File: config.mk
export PLATFORM = sky130hd
export DESIGN_NAME = sprite_row_reader
export DESIGN_NICKNAME = d
export VERILOG_FILES = /design/src/rtl/sprite_pkg.sv /design/src/rtl/sprite_shifter.sv /design/src/rtl/sprite_row_reader.sv
export SDC_FILE = /design/constraint.sdc
export NUM_CORES = 1
export LEC_CHECK = 0
export CAP_MARGIN = 20
export CORE_MARGIN = 3
export CORE_UTILIZATION = 49
export CTS_BUF_LIST = sky130_fd_sc_hd__clkbuf_2
export DETAILED_ROUTE_END_ITERATION = 8
export GPL_ROUTABILITY_DRIVEN = 0
export GPL_TIMING_DRIVEN = 0
export PLACE_DENSITY = 0.81
export SLEW_MARGIN = 20
export SYNTH_ARGS = -nofsm -noshare
export SYNTH_HDL_FRONTEND = slang
export SYNTH_SLANG_ARGS = --single-unit
File: constraint.sdc
create_clock -name Clk -period 2.45 [get_ports Clk]
set_input_delay 0.735 -clock Clk [delete_from_list [all_inputs] [get_ports Clk]]
set_output_delay 0.735 -clock Clk [all_outputs]
set_load 0.005 [all_outputs]
File: src/rtl/sprite_pkg.sv
// Shared definitions for the sprite row reader: sprite ids, geometry
// constants and the reader state encoding.
package sprite_pkg;

  localparam int SPRITE_W    = 32;
  localparam int SPRITE_H    = 32;
  localparam int NUM_SPRITES = 6;

  typedef enum logic [2:0] {
    SPR_TANK_UP    = 3'd0,
    SPR_TANK_LEFT  = 3'd1,
    SPR_TANK_DOWN  = 3'd2,
    SPR_TANK_RIGHT = 3'd3,
    SPR_BULLET     = 3'd4,
    SPR_BRICK      = 3'd5
  } sprite_id_t;

  typedef enum logic [1:0] {
    ST_IDLE  = 2'd0,
    ST_FETCH = 2'd1,
    ST_LOAD  = 2'd2,
    ST_SHIFT = 2'd3
  } reader_state_t;

endpackage

File: src/rtl/sprite_shifter.sv
// Row shift register and column counter. A loaded row word is presented one
// bit at a time, MSB first, or LSB first when mirror is set.
module sprite_shifter #(
  parameter int W  = 32,
  parameter int CW = 5
) (
  input  logic          clk,
  input  logic          reset,
  input  logic          clear,
  input  logic          load,
  input  logic [W-1:0]  load_word,
  input  logic          shift,
  input  logic          mirror,
  output logic          pixel_bit,
  output logic [CW-1:0] col
);

  localparam logic [CW-1:0] LAST_COL = CW'(W - 1);

  logic [W-1:0] shreg;

  // Row data: load a fresh word, or move the next pixel into the output slot
  always_ff @(posedge clk) begin
    if (load)
      shreg <= load_word;
    else if (shift)
      shreg <= mirror ? (shreg >> 1) : (shreg << 1);
  end

  // Column counter: cleared on a new request, saturates at the last column
  always_ff @(posedge clk) begin
    if (reset)
      col <= '0;
    else if (clear)
      col <= '0;
    else if (shift && (col != LAST_COL))
      col <= col + 1'b1;
  end

  assign pixel_bit = mirror ? shreg[0] : shreg[W-1];

endmodule

File: src/rtl/sprite_row_reader.sv
// Sprite row reader: fetches one 32-bit row from the external sprite ROM and
// streams it out as 32 one-bit pixels over a valid/ready handshake.
// Optional feature macro: SPRITE_MIRROR_EN adds the mirror input, which
// streams the row LSB first (horizontal flip).
module sprite_row_reader #(
  parameter int SPRITE_W    = 32,
  parameter int SPRITE_H    = 32,
  parameter int NUM_SPRITES = 6
) (
  input  logic        Clk,
  input  logic        Reset,
  input  logic        start,
  input  logic [2:0]  sprite_sel,
  input  logic [4:0]  row,
`ifdef SPRITE_MIRROR_EN
  input  logic        mirror,
`endif
  output logic [7:0]  rom_addr,
  input  logic [31:0] rom_data,
  output logic        pixel_valid,
  input  logic        pixel_ready,
  output logic        pixel_on,
  output logic [4:0]  pixel_col,
  output logic        busy,
  output logic        done,
  output logic        bad_sel
);

  import sprite_pkg::*;

  localparam logic [2:0] NUM_SEL  = 3'(NUM_SPRITES);
  localparam logic [4:0] LAST_COL = 5'(SPRITE_W - 1);

  reader_state_t state;
  logic          bad_req;
  logic          mirror_q;
  logic          sel_bad;
  logic          accept;
  logic          pixel_bit;
  logic [$clog2(SPRITE_H)-1:0] row_in;

  assign row_in  = row;
  assign sel_bad = (sprite_sel >= NUM_SEL);
  assign accept  = (state == ST_IDLE) && start;

`ifdef SPRITE_MIRROR_EN
  // Mirror choice is captured with the request and held for the whole row
  always_ff @(posedge Clk) begin
    if (Reset)
      mirror_q <= 1'b0;
    else if (accept)
      mirror_q <= mirror;
  end
`else
  assign mirror_q = 1'b0;
`endif

  // Request sequencing: IDLE -> FETCH -> LOAD -> SHIFT (32 pixels) -> IDLE
  always_ff @(posedge Clk) begin
    if (Reset) begin
      state       <= ST_IDLE;
      rom_addr    <= 8'd0;
      pixel_valid <= 1'b0;
      busy        <= 1'b0;
      done        <= 1'b0;
      bad_sel     <= 1'b0;
      bad_req     <= 1'b0;
    end else begin
      done <= 1'b0;
      case (state)
        ST_IDLE: begin
          if (start) begin
            state    <= ST_FETCH;
            busy     <= 1'b1;
            bad_req  <= sel_bad;
            // Out-of-range ids read address 0; their row is blanked at LOAD
            rom_addr <= sel_bad ? 8'd0 : {sprite_sel, row_in};
          end
        end
        ST_FETCH: begin
          state <= ST_LOAD;
          if (bad_req)
            bad_sel <= 1'b1;
        end
        ST_LOAD: begin
          state       <= ST_SHIFT;
          pixel_valid <= 1'b1;
        end
        ST_SHIFT: begin
          if (pixel_ready && (pixel_col == LAST_COL)) begin
            state       <= ST_IDLE;
            pixel_valid <= 1'b0;
            busy        <= 1'b0;
            done        <= 1'b1;
          end
        end
        default: state <= ST_IDLE;
      endcase
    end
  end

  sprite_shifter #(
    .W  (SPRITE_W),
    .CW (5)
  ) u_shifter (
    .clk       (Clk),
    .reset     (Reset),
    .clear     (accept),
    .load      (state == ST_LOAD),
    .load_word (bad_req ? 32'd0 : rom_data),
    .shift     ((state == ST_SHIFT) && pixel_ready),
    .mirror    (mirror_q),
    .pixel_bit (pixel_bit),
    .col       (pixel_col)
  );

  assign pixel_on = pixel_valid & pixel_bit;

endmodule
**Routing congestion**

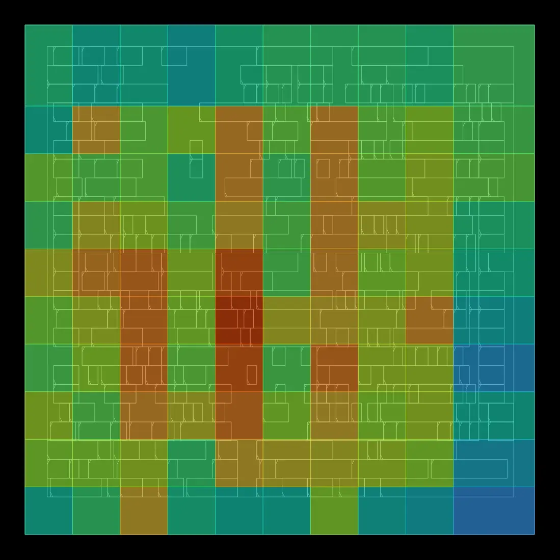
global-route layer with the greatest usage: met2
met2 Use GR: 26.7%
wire length per cell: 12.8 um
met3 usage: 5.06%
final core utilization: 67.3%

**M1 wires**

The bar under the picture is 20 um long. Supply wires on this layer in grey. Cells faint in the background.
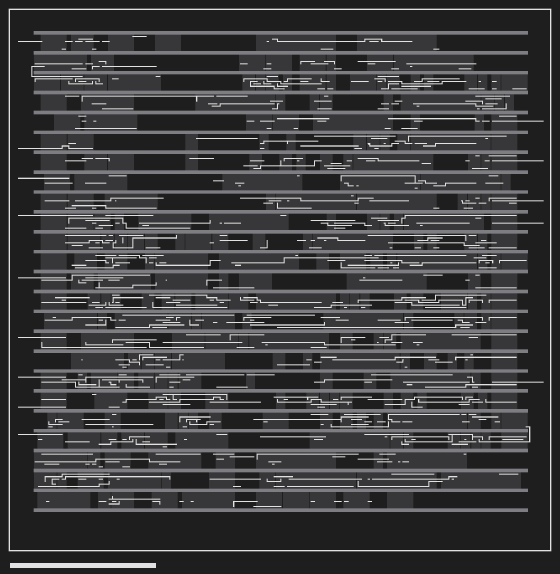
share of all routed wire: 47%
main direction: horizontal
wire length on this layer: 2060 um

**The metal 2 layer**

The bar under the picture is 20 um long. Cells faint in the background.
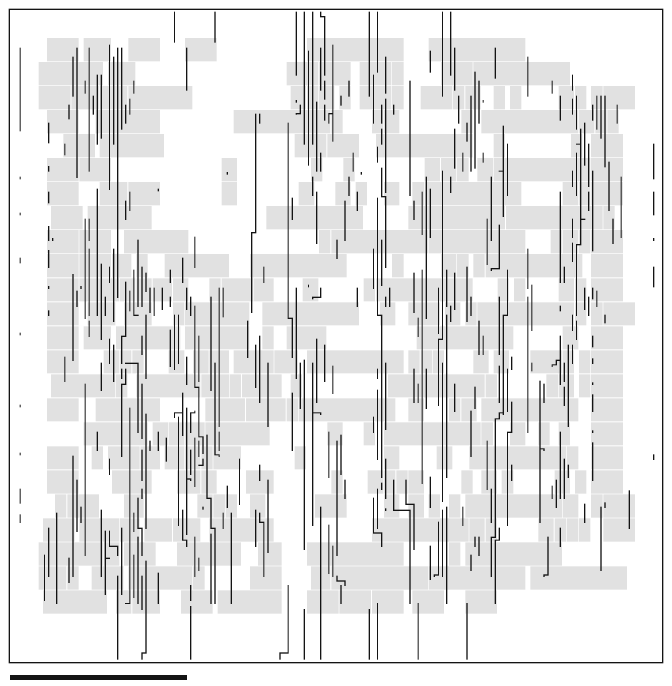
longest straight run: 28.2 um
wire length on this layer: 1920 um

==> flow_metrics.env <==
# flow metrics
export IMPL_aoi_share_pct=14.0
export IMPL_cap_viol_max_count=0
export IMPL_setup_slack_ns=0.286
export IMPL_power_density_mw_per_mm2=857
export IMPL_grt_pass1_wl_mm=6.91
export IMPL_top_area_cell="edfxtp_1"
export IMPL_critPathCapture="pixel_on"
export IMPL_top_power_group="sequential cells"
export IMPL_mux_share_pct=0.887
export IMPL_drive_above_1_share_pct=4.86
export IMPL_grt_start_max_net_pins=33
export IMPL_clock_root_buffer="clkbuf_2"
export IMPL_crit_fanout=1
export IMPL_num_multi_input_gates=126
export IMPL_h_tree_depth=2
export IMPL_syn_area_mm2=0.00226
export IMPL_grt_pass1_vias=1576
export IMPL_status="finished clean"
export IMPL_post_cts_buffers=0
export IMPL_drt_pass1_iter_count=4
export IMPL_hold_path_startpoint="rom_addr[6]"
export IMPL_clkPwrFrac_pct=12.8
export IMPL_io_buffers=61
export IMPL_nNetsFinal=338
export IMPL_num_vias=1691
export IMPL_reg2reg_from="state[0]"
export IMPL_final_cell_mix="61 x clkdlybuf4s50_1, 35 x nand2_1, 34 x inv_1, 34 x o21ai_1, 32 x edfxtp_1"
export IMPL_ctsHoldBuffers=0
export IMPL_clk_share_pct=1.31
export IMPL_top_cell="nand2_1"
export IMPL_final_cell_area_mm2=0.00297
export IMPL_ys_flops=52
export IMPL_reg2reg_slack_ns=0.29
export IMPL_final_cell_count_no_fill=340
export IMPL_well_tap_count=52
export IMPL_nClkBuffers=7
==> flip-flops by register name (all words and copies together) (netlist names) <==
signal           count
done                 1
bad_req              1
bad_sel              1
busy                 1
state                2
u_shifter.shreg     32
pixel_valid          1
rom_addr             8
u_shifter.col        5
==> per-layer routing <==
layer / track usage, % / up-vias / share of wire (%)
met4: 4.23 / 0 / 0.90
met2: 26.7 / 55 / 44
met5: 0 / - / 0
met1: 21.8 / 762 / 47
li1: - / 871 / -
met3: 5.06 / 3 / 7.3
==> per-stage QoR <==
step	hold WS, ns	TNS [ns]
4_1_cts	0.482	0
3_3_place_gp	0.445	-9.41
5_1_grt	0.510	0
2_1_floorplan	0.446	0
3_5_place_dp	0.451	0
6_report	0.475	0
